[src/rtl/rx_tlp_splitter.sv]
// rx_tlp_splitter: splits received PCIe TLPs into a header stream and a DW-aligned payload stream.
module rx_tlp_splitter #(
    parameter int FIFO_WDTH = 64,
    parameter int DATA_WDTH = 8
) (
    input  logic                 clk,
    input  logic                 reset,
    input  logic                 in_valid,
    output logic                 in_ready,
    input  logic [FIFO_WDTH-1:0] in_data,
    input  logic [DATA_WDTH-1:0] in_keep,
    input  logic                 in_last,
    output logic                 hdr_valid,
    input  logic                 hdr_ready,
    output logic [FIFO_WDTH-1:0] hdr_data,
    output logic [DATA_WDTH-1:0] hdr_keep,
    output logic                 hdr_last,
    output logic                 pay_valid,
    input  logic                 pay_ready,
    output logic [FIFO_WDTH-1:0] pay_data,
    output logic [DATA_WDTH-1:0] pay_keep,
    output logic                 pay_last,
    output logic [15:0]          tlp_count,
    output logic                 err_pulse
);
    typedef enum logic [2:0] {IDLE, H1, PAY, FLUSH, DROP} state_t;
    localparam logic [DATA_WDTH-1:0] K2 = {DATA_WDTH{1'b1}};
    localparam logic [DATA_WDTH-1:0] K1 = {{(DATA_WDTH/2){1'b0}}, {(DATA_WDTH/2){1'b1}}};
    state_t state_q, state_d;
    logic is4dw_q, is4dw_d, has_data_q, has_data_d;
    logic [10:0] rem_q, rem_d, rem_n;
    logic [31:0] carry_q, carry_d;
    logic hdr_valid_q, hdr_valid_d, hdr_last_q, hdr_last_d;
    logic [FIFO_WDTH-1:0] hdr_data_q, hdr_data_d;
    logic [DATA_WDTH-1:0] hdr_keep_q, hdr_keep_d;
    logic pay_valid_q, pay_valid_d, pay_last_q, pay_last_d;
    logic [FIFO_WDTH-1:0] pay_data_q, pay_data_d;
    logic [DATA_WDTH-1:0] pay_keep_q, pay_keep_d;
    logic [15:0] cnt_q, cnt_d;
    logic err_q, err_d, accept, two, flush_go, unused_keep;
    assign unused_keep = ^in_keep;
    assign in_ready = reset && (state_q == DROP
        || ((state_q == IDLE || state_q == H1) && (!hdr_valid_q || hdr_ready))
        || (state_q == PAY && (!pay_valid_q || pay_ready)));
    assign accept = in_valid && in_ready;
    assign two = rem_q >= 11'd2;
    assign rem_n = rem_q - (two ? 11'd2 : 11'd1);
    // In 3DW mode the last owed DW may already sit in carry, drained by FLUSH.
    assign flush_go = in_last && !is4dw_q && rem_n == 11'd1;
    always_comb begin
        state_d = state_q;
        is4dw_d = is4dw_q;
        has_data_d = has_data_q;
        rem_d = rem_q;
        carry_d = carry_q;
        hdr_valid_d = hdr_valid_q && !hdr_ready;
        hdr_data_d = hdr_data_q;
        hdr_keep_d = hdr_keep_q;
        hdr_last_d = hdr_last_q;
        pay_valid_d = pay_valid_q && !pay_ready;
        pay_data_d = pay_data_q;
        pay_keep_d = pay_keep_q;
        pay_last_d = pay_last_q;
        cnt_d = cnt_q;
        err_d = 1'b0;
        case (state_q)
            IDLE: if (accept) begin
                if (in_data[31]) begin
                    err_d = 1'b1;
                    state_d = in_last ? IDLE : DROP;
                end else begin
                    hdr_valid_d = 1'b1;
                    hdr_data_d = in_data;
                    hdr_keep_d = K2;
                    hdr_last_d = in_last;
                    is4dw_d = in_data[29];
                    has_data_d = in_data[30];
                    rem_d = {in_data[9:0] == 10'd0, in_data[9:0]};
                    err_d = in_last;
                    state_d = in_last ? IDLE : H1;
                end
            end
            H1: if (accept) begin
                hdr_valid_d = 1'b1;
                hdr_data_d = is4dw_q ? in_data : {32'b0, in_data[31:0]};
                hdr_keep_d = is4dw_q ? K2 : K1;
                hdr_last_d = 1'b1;
                carry_d = in_data[63:32];
                if (!has_data_q || (!is4dw_q && rem_q == 11'd1)) begin
                    state_d = !in_last ? DROP : has_data_q ? FLUSH : IDLE;
                    err_d = !in_last;
                    cnt_d = cnt_q + 16'(in_last);
                end else begin
                    state_d = in_last ? IDLE : PAY;
                    err_d = in_last;
                end
            end
            PAY: if (accept) begin
                pay_valid_d = 1'b1;
                pay_data_d = is4dw_q ? in_data : {in_data[31:0], carry_q};
                pay_keep_d = two ? K2 : K1;
                pay_last_d = rem_n == 11'd0 || (in_last && !flush_go);
                carry_d = in_data[63:32];
                rem_d = rem_n;
                if (rem_n == 11'd0) begin
                    state_d = in_last ? IDLE : DROP;
                    err_d = !in_last;
                    cnt_d = cnt_q + 16'(in_last);
                end else if (flush_go) begin
                    state_d = FLUSH;
                    cnt_d = cnt_q + 16'd1;
                end else if (in_last) begin
                    state_d = IDLE;
                    err_d = 1'b1;
                end
            end
            FLUSH: if (!pay_valid_q || pay_ready) begin
                pay_valid_d = 1'b1;
                pay_data_d = {32'b0, carry_q};
                pay_keep_d = K1;
                pay_last_d = 1'b1;
                state_d = IDLE;
            end
            default: state_d = (accept && in_last) ? IDLE : DROP;
        endcase
    end
    always_ff @(posedge clk) begin
        if (!reset) begin
            state_q <= IDLE;
            is4dw_q <= 1'b0;
            has_data_q <= 1'b0;
            rem_q <= '0;
            carry_q <= '0;
            hdr_valid_q <= 1'b0;
            hdr_data_q <= '0;
            hdr_keep_q <= '0;
            hdr_last_q <= 1'b0;
            pay_valid_q <= 1'b0;
            pay_data_q <= '0;
            pay_keep_q <= '0;
            pay_last_q <= 1'b0;
            cnt_q <= '0;
            err_q <= 1'b0;
        end else begin
            state_q <= state_d;
            is4dw_q <= is4dw_d;
            has_data_q <= has_data_d;
            rem_q <= rem_d;
            carry_q <= carry_d;
            hdr_valid_q <= hdr_valid_d;
            hdr_data_q <= hdr_data_d;
            hdr_keep_q <= hdr_keep_d;
            hdr_last_q <= hdr_last_d;
            pay_valid_q <= pay_valid_d;
            pay_data_q <= pay_data_d;
            pay_keep_q <= pay_keep_d;
            pay_last_q <= pay_last_d;
            cnt_q <= cnt_d;
            err_q <= err_d;
        end
    end
    assign hdr_valid = hdr_valid_q;
    assign hdr_data = hdr_data_q;
    assign hdr_keep = hdr_keep_q;
    assign hdr_last = hdr_last_q;
    assign pay_valid = pay_valid_q;
    assign pay_data = pay_data_q;
    assign pay_keep = pay_keep_q;
    assign pay_last = pay_last_q;
    assign tlp_count = cnt_q;
    assign err_pulse = err_q;
endmodule

[config.mk]
export PLATFORM = sky130hd
export DESIGN_NAME = rx_tlp_splitter
export DESIGN_NICKNAME = d
export VERILOG_FILES = /design/src/rtl/rx_tlp_splitter.sv
export SDC_FILE = /design/constraint.sdc
export NUM_CORES = 1
export LEC_CHECK = 0
export CORE_ASPECT_RATIO = 0.75
export CORE_MARGIN = 2
export CORE_UTILIZATION = 56
export CTS_CLUSTER_SIZE = 20
export DETAILED_ROUTE_END_ITERATION = 7
export DONT_BUFFER_PORTS = 1
export PLACE_DENSITY = 0.7
export REMOVE_ABC_BUFFERS = 1
export SETUP_SLACK_MARGIN = 0.1
export SYNTH_ARGS = -nofsm -noshare
export SYNTH_HDL_FRONTEND = slang
export SYNTH_SLANG_ARGS = --single-unit
[constraint.sdc]
create_clock -name clk -period 7 [get_ports clk]
set_input_delay 1.75 -clock clk [delete_from_list [all_inputs] [get_ports clk]]
set_output_delay 1.75 -clock clk [all_outputs]
set_load 0.1 [all_outputs]
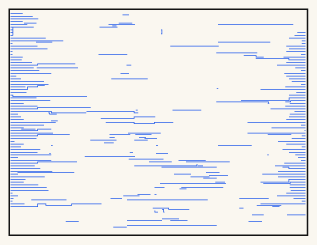
*M3 wires, run 1*
(2 px per um)
share of all routed wire	11%
nets with wire on the layer	174
M3 GR Usage: 9.02%
final wirelength: 23.7 mm
vias after detailed routing: 7326

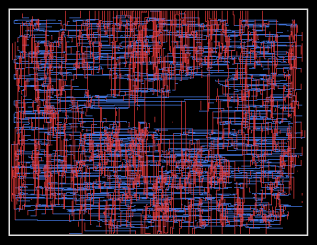
*Wiring by layer, run 1*
(2 px per um) Two of the layers only.
layer	colour	wire length
met2	red	10300 um
met1	blue	10400 um
drt wl/cell: 19.8 um
gr usage total: 27.2%

==> impl_metrics.ini, run 1 <==
; synthesis and place-and-route metrics
[final_timing]
worst_pin_slew_ns = 1.20
finalSetupViolCount = 0
hold_viol_final = 0
layout_setup_ws_ns = 2.18
skew_ns = 0.0232
max_clock_freq_mhz = 207
slew_violations = 0
relSlewSlack_pct = 19.3
rsz0062_at_grt = false
fin_setup_tns_ns = 0
timing.final.crit_share_pct = 68.9
hold_slack_ns = 0.452

[worst_hold_path]
hold_class = reg2reg
min_to = carry_q[14]
min_from = carry_q[14]
hold_depth = 2

[setup_path]
critPathTopFamily = simple AND/OR/NAND/NOR gates
reg2reg_slack_ns = 2.83
crit_end = in_ready
max_stage_delay_ns = 0.81
start_kind = input pin
cp_data_arrival_time_ns = 3.07
worstSetupPathType = in2out
worst-path-max-fanout = 4
cp.depth = 4
r2r_end = tlp_count[13]
path_buffers = 0
startpoint = pay_ready
crit-reg2reg-launch = rem_q[2]

[route]
drc = 0
maxUsedRoutingLayer = met4
viasPerCell = 6.14
first_pass_iters = 6
ant_nets = 0
drtIter0Drc = 523

[yosys]
common_cells = dfxtp_1 (201), nand2_1 (160), nor2_1 (148), a21oi_1 (101), a22oi_1 (68)
synthesis.area_per_instance_um2 = 8.45
flop_cell = dfxtp_1
syn_area_mm2 = 0.00875
ys_sh_simple_pct = 20.1
topCombFamilyByArea = simple AND/OR/NAND/NOR gates
async_flop_share_pct = 0
ys_chip_area_mm2 = 0.00875
top_area_cell = dfxtp_1
yosysTopAreaCellShare_pct = 46.0
area_leaders = dfxtp_1 (46%), nand2_1 (6.9%), nor2_1 (6.3%), a22oi_1 (5.8%), a21oi_1 (5.8%)
yosys_cells = 1036
ys.flops = 201
ys_seq_share_pct = 46.0
yosysWarnings = 0
syn_inst = 1036
synth.distinct_cells = 58
ys_sh_aoi_pct = 19.7
mux_share_pct = 8.25

[power]
power.leakage_nw = 3.31
combinationalPowerShare_pct = 7.0
p_sw_mw = 0.677
pg_clk_mw = 0.966
pg_comb_mw = 0.171
p_clk_share_pct = 39.5
p_seq_share_pct = 53.5
internal_power_mw = 1.77
netSwitchingFraction_pct = 27.7
p_per_area_mw_per_mm2 = 262
power_mw = 2.44
ir_drop_mv = 0.227
top_power_group = sequential cells

[clocking]
clock-root-buffer = clkbuf_16
cts.sinks = 201
hold_buffers = 0
cts_resized = 0
clk_path_buf_depth = 3
htreeDepth = 1
cts_made_buffers = 20
cts_tree = yes
cts_setup_buffers = 0

[floorplan]
dieArea_mm2 = 0.0167
fp_util_pct = 57.3
die_h_um = 112
die_w_um = 148
ios = 244
core_area_mm2 = 0.0153

[grt]
grt_max_degree = 98
antenna_found_initial = 0
busiest_layer = met2
grt_pass1_wl_mm = 36.9
grt.met1_usage_pct = 37.1

[flow_run]
cap_violations = 0
warning_count = 33

[placed_design]
place_ws_ns = 2.16
dp_hpwl_mm = 15.3
place_congestion = 0.915
place_inst = 1163
placed_cell_area_mm2 = 0.00875

[cells_and_area]
lay_top_cells = dfxtp_1 (196), nand2_1 (159), nor2_1 (148)
nFillCells = 1407
final_net_count = 1065
syn2layout_area_growth_pct = 6.48
n_antenna_cell = 0
fin_cells = 1194
final_common_cell = dfxtp_1

[outcome]
outcome = complete, no violations
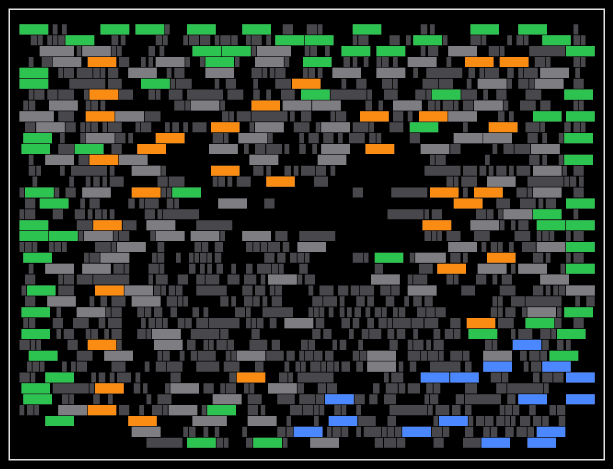
*Where the registers sit, run 1*
(4 px per um) Other sequential cells in the stronger grey, the rest of the logic in the fainter grey.
signal	colour	placed flops	where
`carry_q`	orange	32	spread over the die
`tlp_count`	blue	16	lower right
`hdr_data`	green	64	spread over the die
not coloured	89
reported sequential group power: 1.31 mW
register area: 0.00404 mm^2

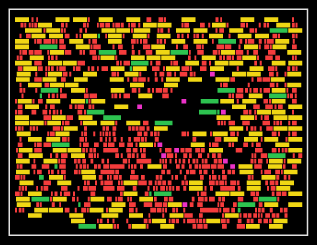
*Placement by cell class, run 1*
(2 px per um)
class	colour	cells
flops	yellow	201
clock drivers and dummy loads	green	31
all other logic	red	747
other buffers and delay cells	magenta	10
flop share of the area: 43.3%
Design Area, Final: 0.00932 mm^2
Site Rows: 39
fin util: 61.0%

==> run 1: registers in the layout, indices dropped and copies added (netlist names), 2 cells and up <==
| signal | count |
|---|---|
| hdr_keep | 2 |
| carry_q | 32 |
| pay_keep | 2 |
| tlp_count | 16 |
| pay_data | 64 |
| rem_q | 11 |
| hdr_data | 64 |
| state_q | 3 |
==> run 1: area by class of cell <==
| type | instances | area, um^2 | area share (%) |
|---|---|---|---|
| Sequential cell | 201 | 4040 | 43.3 |
| Inverter | 8 | 35.0 | 0.376 |
| Timing Repair Buffer | 10 | 75.1 | 0.805 |
| Tap cell | 205 | 256 | 2.75 |
| Multi-Input combinational cell | 739 | 4340 | 46.6 |
| Clock buffer | 25 | 541 | 5.80 |
| Clock inverter | 6 | 28.8 | 0.309 |
==> run 2: changes to the inputs <==
- PLACE_DENSITY: 0.7 -> 0.73
- clock period: 7 -> 4.3 ns (I/O delays scaled with it)
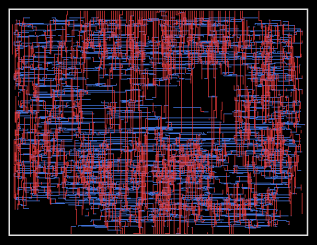
*Wiring by layer, run 2*
(2 px per um) Two of the layers only.
layer	colour	wire length
met2	red	10800 um
met1	blue	10200 um
final wirelength: 24.0 mm
drt wl/cell: 19.8 um
gr usage total: 28.1%
vias after detailed routing: 7392

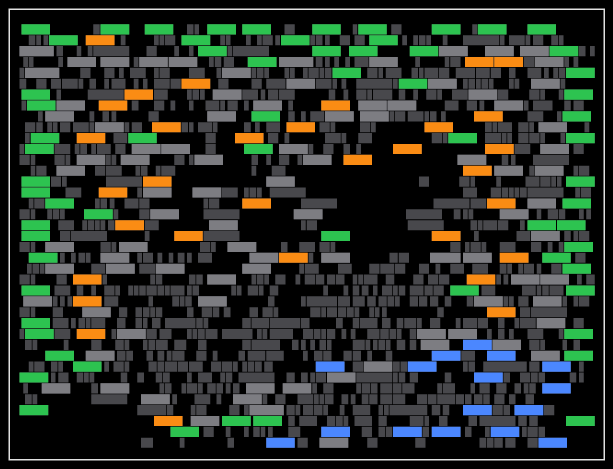
*Where the registers sit, run 2*
(4 px per um) Other sequential cells in the stronger grey, the rest of the logic in the fainter grey.
signal	colour	placed flops
`tlp_count`	blue	16
`carry_q`	orange	32
`hdr_data`	green	64
not coloured	89
fin util: 62.2%
reported sequential group power: 2.12 mW

==> run 2 against run 1 <==
Routed wire length increased by 1.2%; critical path depth increased by 7; global-route usage increased by 0.88 points; die size unchanged; clock skew decreased by 0.012 ns; power increased by 70%; final cell count increased by 1.2%; non-clock buffer count increased by 11; worst hold slack improved by 0.0010 ns; largest cell class unchanged; flip-flop count unchanged.
==> impl_metrics.ini, run 2 <==
; synthesis and place-and-route metrics
[outcome]
outcome = complete, no violations

[clocking]
hold_buffers = 0
cts_setup_buffers = 0
cts_tree = yes
clk_path_buf_depth = 3
cts.sinks = 201
clock-root-buffer = clkbuf_16

[final_timing]
hold_viol_final = 0
timing.final.crit_share_pct = 90.6
fin_setup_tns_ns = 0
slew_violations = 0
finalSetupViolCount = 0
worst_pin_slew_ns = 1.21
layout_setup_ws_ns = 0.406
rsz0062_at_grt = false
skew_ns = 0.0107

[setup_path]
worstSetupPathType = reg2reg
r2r_end = tlp_count[13]
crit_end = tlp_count[13]
crit-reg2reg-launch = rem_q[5]
cp_data_arrival_time_ns = 4.30

[yosys]
ys_seq_share_pct = 46.0
ys_chip_area_mm2 = 0.00875
common_cells = dfxtp_1 (201), nand2_1 (160), nor2_1 (148), a21oi_1 (101), a22oi_1 (68)
ys.flops = 201
syn_inst = 1036
area_leaders = dfxtp_1 (46%), nand2_1 (6.9%), nor2_1 (6.3%), a22oi_1 (5.8%), a21oi_1 (5.8%)
yosysTopAreaCellShare_pct = 46.0
synth.distinct_cells = 58
synthesis.area_per_instance_um2 = 8.45
top_area_cell = dfxtp_1
flop_cell = dfxtp_1

[floorplan]
fp_util_pct = 57.3
core.rowCount = 39
ios = 244
core_area_mm2 = 0.0153
die_w_um = 148
dieArea_mm2 = 0.0167
die_h_um = 112

[placed_design]
place_ws_ns = 0.371
dp_hpwl_mm = 15.3
place_inst = 1174
place_congestion = 0.865

[power]
top_power_group = sequential cells
power.leakage_nw = 3.42
combinationalPowerShare_pct = 7.0
pg_comb_mw = 0.291
power_mw = 4.15
p_clk_share_pct = 41.9

[grt]
grt_pass1_wl_mm = 38.2
grt_max_degree = 135
antenna_found_initial = 0

[cells_and_area]
final_net_count = 1076
syn2layout_area_growth_pct = 8.53
n_antenna_cell = 0

[worst_hold_path]
hold_class = reg2reg
min_from = carry_q[10]
min_to = carry_q[10]

[route]
ant_nets = 0
first_pass_iters = 5
viasPerCell = 6.12
drc = 0
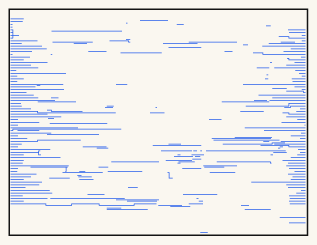
*M3 wires, run 2*
(2 px per um)
longest straight run	54.1 um
wire length on this layer	2630 um
share of all routed wire	11%
nets with wire on the layer	185
M3 GR Usage: 8.90%

run 2: layer usage:
layer | GRT usage, % | part of all wire (%) | up-vias
met2 | 45.0 | 45 | 346
met4 | 5.78 | 1.5 | 0
met5 | 0 | 0 | -
met1 | 37.6 | 43 | 3465
met3 | 8.90 | 11 | 28
li1 | - | - | 3553
run 2: layout make-up:
class / instances / area, um^2
repair buffers: 21 / 170
multi-input cells: 739 / 4350
inverters: 8 / 35.0
fillers: 1344 / 5770
clock inverters: 6 / 61.3
well taps: 205 / 256
clock buffers: 28 / 592
flip-flops and latches: 201 / 4040
run 2: timing repair:
action | in CTS | in global routing
setup endpoints to repair | 0 | 5
hold endpoints to repair | 0 | 0
resized | 0 | 1
==> run 3: changes to the inputs <==
--- a/config.mk
+++ b/config.mk
@@ -13,5 +13,4 @@
 export DONT_BUFFER_PORTS = 1
 export PLACE_DENSITY = 0.73
-export REMOVE_ABC_BUFFERS = 1
 export SETUP_SLACK_MARGIN = 0.1
 export SYNTH_ARGS = -nofsm -noshare
==> constraint.sdc (replaced) <==
create_clock -name clk -period 4.3 [get_ports clk]
set_input_delay 0.86 -clock clk [delete_from_list [all_inputs] [get_ports clk]]
set_output_delay 0.86 -clock clk [all_outputs]
set_load 0.1 [all_outputs]
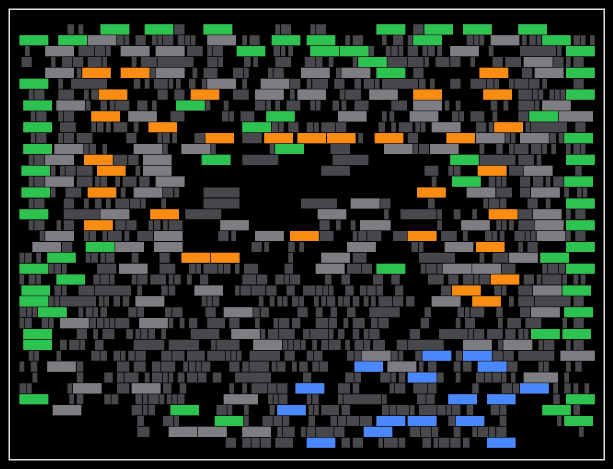
*Where the registers sit, run 3*
(4 px per um) Other sequential cells in the stronger grey, the rest of the logic in the fainter grey.
signal	colour	placed flops
`carry_q`	orange	32
`tlp_count`	blue	16
`hdr_data`	green	64
not coloured	89
flop share of the area: 42.6%
fin util: 62.1%

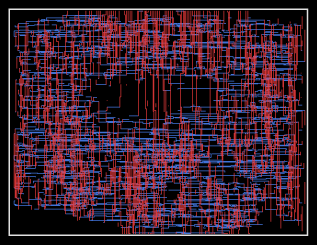
*Wiring by layer, run 3*
(2 px per um) Two of the layers only.
layer	colour	wire length
met2	red	10800 um
met1	blue	9770 um
gr usage total: 27.4%
drt wl/cell: 19.6 um

==> run 3 against run 2 <==
Critical path depth stayed put; worst hold slack is essentially flat; core utilization is 0.082 points lower; die size is the same; routed wire length fell by 1.3%; non-clock buffer count fell by 1; global-route usage shrank 0.66 points; flip-flop count unchanged; register-to-register slack about the same; critical endpoint is now tlp_count[7].
==> impl_metrics.ini, run 3 <==
; synthesis and place-and-route metrics
[route]
viasPerCell = 6.13
ant_nets = 0
route.met2.wl_mm = 10.8
wl_mm = 23.6
drtIter0Drc = 451
wl_met3_mm = 2.59
maxUsedRoutingLayer = met4
first_pass_iters = 5

[worst_hold_path]
min_from = carry_q[14]

[power]
p_per_area_mw_per_mm2 = 431
p_sw_mw = 1.10
power.leakage_nw = 3.40
internal_power_mw = 2.99
ir_drop_mv = 0.314
netSwitchingFraction_pct = 26.8
combinationalPowerShare_pct = 7.0
power_mw = 4.09

[cells_and_area]
logic_area_mm2 = 0.00435
syn2layout_area_growth_pct = 8.39
n_antenna_cell = 0
fin_cells = 1207
nFillCells = 1341
clk_share_pct = 6.70
final-nonclk-buf-share_pct = 1.85
logic_gate_count = 739
clock_buffers = 33
final_net_count = 1075
layout.area.top_class = multi-input combinational cells
num-nonclk-buffers = 20

[yosys]
yosysWarnings = 0
synth.distinct_cells = 58
ys_sh_simple_pct = 20.1
yosysTopAreaCellShare_pct = 46.0
topCombFamilyByArea = simple AND/OR/NAND/NOR gates
yosys_cells = 1036
syn_inst = 1036
ys_sh_aoi_pct = 19.7
ys_seq_share_pct = 46.0
async_flop_share_pct = 0
mux_share_pct = 8.25
flop_cell = dfxtp_1
syn_area_mm2 = 0.00875

[placed_design]
place_congestion = 0.894
dp_hpwl_mm = 15.7
place_ws_ns = 0.389
place_inst = 1173
placed_cell_area_mm2 = 0.00885

[outcome]
outcome = complete, no violations

[final_timing]
layout_setup_ws_ns = 0.419
rsz0062_at_grt = false
hold_viol_final = 0
relSlewSlack_pct = 18.7
slew_violations = 0
hold_slack_ns = 0.453
skew_ns = 0.00849

[setup_path]
crit-reg2reg-launch = rem_q[5]
cp.depth = 11
reg2reg_slack_ns = 0.42
startpoint = rem_q[5]
worst-path-max-fanout = 12
critPathTopFamily = simple AND/OR/NAND/NOR gates

[floorplan]
fp_util_pct = 57.3
die_w_um = 148
num_tap_cells = 205
die_h_um = 112

[grt]
busiest_layer = met2
met3_usage_pct = 9.27
grt_max_degree = 115
grt.met1_usage_pct = 35.0

[flow_run]
cap_violations = 0

[clocking]
cts_setup_buffers = 0
cts_resized = 0
hold_buffers = 0
clock-root-buffer = clkbuf_16
cts.sinks = 201
htreeDepth = 1
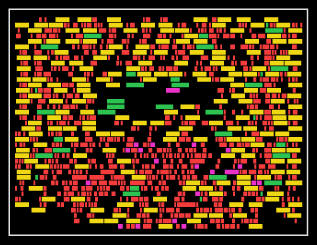
*Placement by cell class, run 3*
(2 px per um)
class	colour	cells
other buffers and delay cells	magenta	20
all other logic	red	747
flops	yellow	201
clock drivers and dummy loads	green	34
area of the core: 0.0153 mm^2
Design Area, Final: 0.00949 mm^2

-- run 3: power by group through the flow --
stage	Clock, mW	Combinational [mW]	Sequential [mW]
floorplan	0	0.264	2.13
global placement	0	0.281	2.16
detailed placement	0	0.285	2.16
CTS	1.71	0.287	2.12
global route	1.80	0.318	2.13
finish	1.68	0.288	2.12
-- run 3: cells by family after synthesis --
family                     after synthesis
and+or+nand+nor                        396
AOI/OAI and AO/OA                      267
buffers and inverters                   96
muxes                                   68
DFF                                    201
xor gates and xnor gates                 1
adders and majority gates                7
-- run 3: how the worst max path moves through the flow --
stage,end,slack (ns)
3_3_place_gp,tlp_count[13],0.48
4_1_cts,tlp_count[7],0.36
3_5_place_dp,tlp_count[13],0.39
2_1_floorplan,tlp_count[14],0.95
5_1_grt,tlp_count[13],0.17
6_report,tlp_count[7],0.42
No activity file was given, so power comes from the tool's default toggle rates.
